[src/rtl/core_pkg.sv]
// ---------------------------------------------------------------------------
// core_pkg
// Shared definitions for the core front end.
//   fetch_state_t : fetch FSM encoding (REQ, WAIT, HOLD, DROP)
//   NOP_INS       : bubble instruction presented when nothing is valid
//   INS_BYTES     : instruction size in bytes, the PC increment
// ---------------------------------------------------------------------------
package core_pkg;

  typedef enum logic [1:0] {
    REQ  = 2'd0,  // issuing a request for pc
    WAIT = 2'd1,  // request outstanding, waiting for the response
    HOLD = 2'd2,  // instruction captured in buf while IF/ID is stalled
    DROP = 2'd3   // stale response outstanding after a redirect
  } fetch_state_t;

  localparam logic [31:0] NOP_INS   = 32'b0;
  localparam logic [31:0] INS_BYTES = 32'd4;

endpackage : core_pkg

[src/rtl/fetch_unit.sv]
// ---------------------------------------------------------------------------
// fetch_unit
// Instruction-fetch stage feeding the IF/ID register. Owns the PC, keeps at
// most one instruction-memory request outstanding, and presents one fetched
// instruction with its return address (PC+4). Presents an all-zero bubble
// whenever no valid instruction is ready.
//
// Ports:
//   clk          clock, rising edge
//   rst_n        asynchronous active-low reset
//   stall        IF/ID hold; the presented instruction is not consumed
//   redirect     taken branch/jump; overrides everything in the cycle
//   redirect_pc  new fetch address; bits [1:0] ignored
//   imem_req     request strobe, one cycle per request
//   imem_addr    request address (the PC)
//   imem_ready   one-cycle response strobe
//   imem_rdata   instruction word, valid with imem_ready
//   IF_ra        PC+4 of the presented instruction, 0 on a bubble
//   IF_ins       presented instruction, NOP_INS on a bubble
// ---------------------------------------------------------------------------
module fetch_unit
  import core_pkg::*;
#(
  parameter logic [31:0] RESET_PC = 32'h0000_0000
) (
  input  logic        clk,
  input  logic        rst_n,
  input  logic        stall,
  input  logic        redirect,
  input  logic [31:0] redirect_pc,
  output logic        imem_req,
  output logic [31:0] imem_addr,
  input  logic        imem_ready,
  input  logic [31:0] imem_rdata,
  output logic [31:0] IF_ra,
  output logic [31:0] IF_ins
);

  fetch_state_t state_q;
  logic [31:0]  pc_q;
  logic [31:0]  buf_q;
  logic [31:0]  pc_inc;
  logic [31:0]  redirect_word;

  // Modulo-2^32 increment: 32'hFFFF_FFFC wraps to 0 silently.
  assign pc_inc        = pc_q + INS_BYTES;
  assign redirect_word = {redirect_pc[31:2], 2'b00};

  assign imem_req  = (state_q == REQ);
  assign imem_addr = pc_q;

  // NOTE: every register below uses <= so all of them see the pre-edge
  // values of each other; blocking assignments here would create ordering
  // dependent behaviour between pc_q, buf_q and state_q.
  always_ff @(posedge clk or negedge rst_n) begin
    if (!rst_n) begin
      state_q <= REQ;
      pc_q    <= RESET_PC;
      buf_q   <= NOP_INS;
    end else if (redirect) begin
      pc_q <= redirect_word;
      unique case (state_q)
        // The request issued this cycle is still in flight.
        REQ:        state_q <= DROP;
        // With no response yet, the old one must be drained before a new
        // request; if it arrives now it is simply discarded.
        WAIT, DROP: state_q <= imem_ready ? REQ : DROP;
        HOLD:       state_q <= REQ;
        default:    state_q <= REQ;
      endcase
    end else begin
      unique case (state_q)
        // A response here would be a protocol violation; it is ignored.
        REQ: state_q <= WAIT;
        WAIT: begin
          if (imem_ready) begin
            if (stall) begin
              buf_q   <= imem_rdata;
              state_q <= HOLD;
            end else begin
              pc_q    <= pc_inc;
              state_q <= REQ;
            end
          end
        end
        HOLD: begin
          if (!stall) begin
            pc_q    <= pc_inc;
            state_q <= REQ;
          end
        end
        DROP: begin
          if (imem_ready) state_q <= REQ;
        end
        default: state_q <= REQ;
      endcase
    end
  end

  // NOTE: outputs get a default before any conditional assignment so the
  // block is purely combinational and no latch is inferred.
  always_comb begin
    IF_ins = NOP_INS;
    IF_ra  = 32'b0;
    if (!redirect) begin
      if (state_q == WAIT && imem_ready) begin
        IF_ins = imem_rdata;
        IF_ra  = pc_inc;
      end else if (state_q == HOLD) begin
        IF_ins = buf_q;
        IF_ra  = pc_inc;
      end
    end
  end

endmodule : fetch_unit

[config.mk]
export PLATFORM = sky130hd
export DESIGN_NAME = fetch_unit
export DESIGN_NICKNAME = d
export VERILOG_FILES = /design/src/rtl/core_pkg.sv /design/src/rtl/fetch_unit.sv
export SDC_FILE = /design/constraint.sdc
export NUM_CORES = 1
export LEC_CHECK = 0
export ABC_CLOCK_PERIOD_IN_PS = 5700
export CAP_MARGIN = 20
export CORE_ASPECT_RATIO = 0.75
export CORE_UTILIZATION = 49
export CTS_BUF_LIST = sky130_fd_sc_hd__clkbuf_8
export DETAILED_ROUTE_END_ITERATION = 8
export PLACE_DENSITY_LB_ADDON = 0.25
export SYNTH_ARGS = -nofsm -noshare
export SYNTH_HDL_FRONTEND = slang
export SYNTH_SLANG_ARGS = --single-unit
[constraint.sdc]
create_clock -name clk -period 5.7 [get_ports clk]
set_input_delay 1.71 -clock clk [delete_from_list [all_inputs] [get_ports clk]]
set_output_delay 1.71 -clock clk [all_outputs]
set_load 0.005 [all_outputs]
Figure 1. Placement view (run 1).
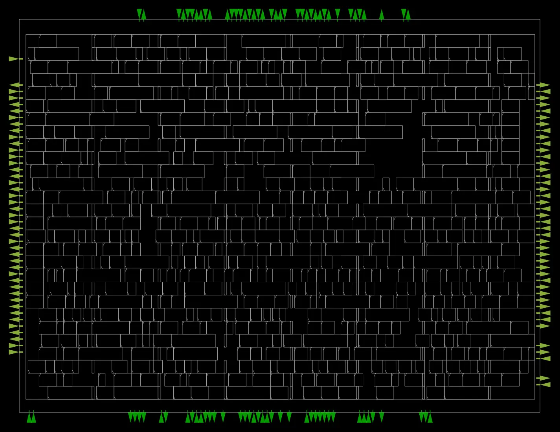
Well Taps: 105
core area: 0.00809 mm^2
Fill cells: 627
Finished Layout Cells: 718

Figure 2. Sequential cells grouped by signal name (run 1).
Scale: 3 px per um. Other cells in gray.
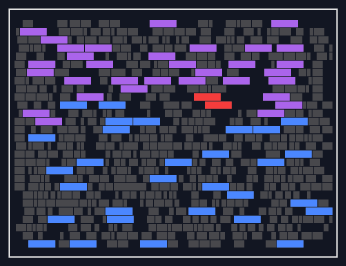
color	netlist name	flops
red	state_q	2
blue	imem_addr	30
purple	buf_q	32

==> impl_metrics.ini, run 1 <==
; implementation run metrics
[outcome]
status = finished clean

[cts]
cts_buffer_depth = 2
clk-insertion-delay-late_ps = 360
path_clk_slew_ps = 70
cts_sinks = 64
post_cts.repair.setup_buffers = 0

[global_routing]
gr-total-overflow = 0
first_global_vias = 4080
grt_util_met1_pct = 38.7
gr-usage-met3_pct = 7.46
grt.met2_usage_pct = 46.3
gr-max-usage-layer = met2

[placement]
place.gp.congestion = 0.839

[setup_path]
required_ps = 3990
critPathSlowestCell = clkdlybuf4s50_1
path_buffers = 3
worstSetupStartpointType = input pin
critPathKind = input pin to output pin
crit_chain = clkdlybuf4s50_1, and3b_1, buf_4, a22oi_1, nor2_1, clkdlybuf4s50_1
regToRegStartpoint = imem_addr[2]$_DFFE_PN0P_

[synthesis]
ys_seq_share_pct = 38.3
synth-edff-count = 0
synth_flops = 64
adder_share_pct = 0.299
flop_cell = dfrtp_1
mux_share_pct = 9.35
synth_top_cell_by_count = dfrtp_1
top_area_share_pct = 38.3
yosysWarnings = 0
simple_gate_share_pct = 22.2
netlist_top_cells_area = dfrtp_1 38%, mux2_2 8.9%, a22oi_1 6.1%, nor2_1 5.6%, or4_1 4.3%
yosys_cells = 474

[timing]
finalCritPeriodShare_pct = 95.7
drv_slew = 0
fin_tns_setup_ps = 0
hold_viol = 0
grt_setup_unrepaired = no
period_minus_slack_ps = 5450

[floorplan]
die-width_um = 109
boundaryPins = 166
fp_util_pct = 51.7
die_h_um = 82.1
chipArea_mm2 = 0.00892

[drt]
met3_length_um = 955
drtIter0Drc = 245
routed_via_density = 6.07
wl_met2_um = 5990
ant_nets = 0
top_layer_used = met4

[layout]
n_antenna_cell = 0
largest_register = buf_q
layout_top_cells = 157 x clkdlybuf4s50_1, 64 x dfrtp_1, 62 x nor2_1
syn2layout_area_growth_pct = 42.6
nNetsFinal = 678
postLayoutCellArea_mm2 = 0.00597
seqCellArea_mm2 = 0.00160

[run]
tool_warnings = 28

[hold_path]
min_delay_path_depth = 1
min_to = buf_q[1]$_DFFE_PN0P_
holdCritPathClass = flop to flop

[power]
p_leak_nw = 2.14
Figure 3. Cell classes on the final placement (run 1).
Scale: 4 px per um.
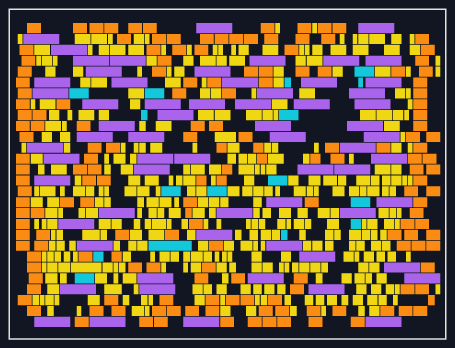
color	class	cells	share of their area
yellow	remaining logic cells	366	41%
cyan	clock drivers and dummy loads	16	3.2%
purple	registers	64	27%
orange	remaining buffers and delay cells	167	28%

[run 1: area by class of cell]
cell class | count | area share [%]
Clock buffer | 9 | 2.08
Clock inverter | 7 | 1.07
Inverter | 5 | 0.314
Multi-Input combinational cell | 361 | 40.0
Sequential cell | 64 | 26.8
Tap cell | 105 | 2.20
Timing Repair Buffer | 167 | 27.5
[run 1: power by group]
part | total [W] | switching (W) | internal [W]
Clock | 0.000383 | 0.000185 | 0.000198
Combinational | 0.000798 | 0.000350 | 0.000448
Sequential | 0.000720 | 0.000124 | 0.000596
Total | 0.00190 | 0.000659 | 0.00124
[run 1: per-stage QoR]
stage,utilization [%],hold WS (ps),instances
final,73.7,513,718
after global routing,73.7,536,718
after CTS,73.7,512,718
after detailed placement,71.4,497,702
after global placement,71.4,489,702
after floorplan,-,482,477
## Run 2: what changed since run 1
--- a/config.mk
+++ b/config.mk
@@ -12,6 +12,7 @@
 export CTS_BUF_LIST = sky130_fd_sc_hd__clkbuf_8
 export DETAILED_ROUTE_END_ITERATION = 8
 export PLACE_DENSITY_LB_ADDON = 0.25
+export RECOVER_POWER = 25
 export SYNTH_ARGS = -nofsm -noshare
 export SYNTH_HDL_FRONTEND = slang
 export SYNTH_SLANG_ARGS = --single-unit
Figure 4. Placement view (run 2).
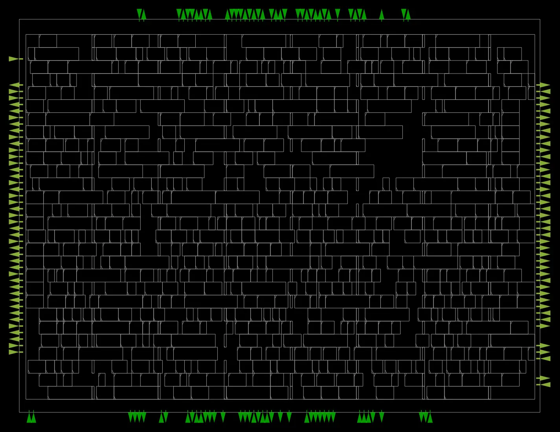
Final Util: 73.7%
num rows: 28
Fill cells: 628

==> impl_metrics.ini, run 2 <==
; implementation run metrics
[floorplan]
fp_util_pct = 51.7
tap_cells = 105
chipArea_mm2 = 0.00892
die-width_um = 109
die_h_um = 82.1
core_area_mm2 = 0.00809
boundaryPins = 166

[timing]
fin_tns_setup_ps = 0
finalCritPeriodShare_pct = 97.0
drv_slew = 40
holdWs_ps = 512
period_minus_slack_ps = 5530

[layout]
n_antenna_cell = 0
nClkBuffers = 9
largest_register = buf_q
seq_cells = 64
buf_share_pct = 27.4
syn2layout_area_growth_pct = 42.4
clkCellAreaFrac_pct = 3.15
postLayoutCellArea_mm2 = 0.00596
fin_cells = 718
largest_cell_class = logic gates
nNetsFinal = 678
nNonClkInverters = 5
nonClockBufferCount = 167
logic_gate_count = 361
sh_comb_area_pct = 40.0

[power]
switchingPower_w = 0.000660
largestPowerGroup = combinational logic
pwr-share-seq_pct = 37.9
comb-power_w = 0.000798
combPwrFrac_pct = 42.0
p_int_w = 0.00124

[outcome]
status = finished with violations
violations = max-capacitance violations, max-slew violations

[cts]
post_cts.repair.setup_buffers = 0
cts_sinks = 64
cts_buffer_depth = 2

[setup_path]
crit_chain = dlygate4sd3_1, and3b_1, buf_4, a22oi_1, nor2_1, clkdlybuf4s50_1
worstSetupStartpointType = input pin
critPathKind = input pin to output pin
required_ps = 3990
critPathSlowestCell = dlygate4sd3_1
path_buffers = 3
regToRegStartpoint = imem_addr[2]$_DFFE_PN0P_

[synthesis]
simple_gate_share_pct = 22.2
synth_flops = 64
adder_share_pct = 0.299
ys_seq_share_pct = 38.3
yosys_cells = 474
synth-edff-count = 0
mux_share_pct = 9.35
netlist_top_cells_area = dfrtp_1 38%, mux2_2 8.9%, a22oi_1 6.1%, nor2_1 5.6%, or4_1 4.3%
yosysWarnings = 0
flop_cell = dfrtp_1

[placement]
place_inst = 702
place.gp.congestion = 0.839

[run]
tool_warnings = 28
cap_violations = 1

[global_routing]
first_global_vias = 4080

[hold_path]
min_to = buf_q[22]$_DFFE_PN0P_
holdCritPathClass = flop to flop

[drt]
drtIter0Drc = 261
==> run 2: per-layer routing <==
| layer | up-vias | wire length, um | global-route usage, % | share of wire, % |
|---|---|---|---|---|
| met5 | - | 0 | 0 | 0 |
| met4 | 0 | 182 | 9.73 | 1.4 |
| met3 | 15 | 924 | 7.46 | 7.3 |
| met2 | 166 | 5980 | 46.3 | 47 |
| met1 | 2140 | 5630 | 38.7 | 44 |
| li1 | 2025 | - | - | - |
==> run 2: how the worst max path moves through the flow <==
stage	start	endpoint	slack, ps	depth (start not counted)
after global placement	imem_ready	IF_ins[19]	350	6
after detailed placement	imem_ready	IF_ins[31]	270	6
after floorplan	imem_ready	IF_ra[4]	1330	5
final	imem_ready	IF_ins[31]	170	6
after global routing	imem_ready	IF_ins[31]	110	6
after CTS	imem_ready	IF_ins[31]	260	6
No activity file was given, so power comes from the tool's default toggle rates.
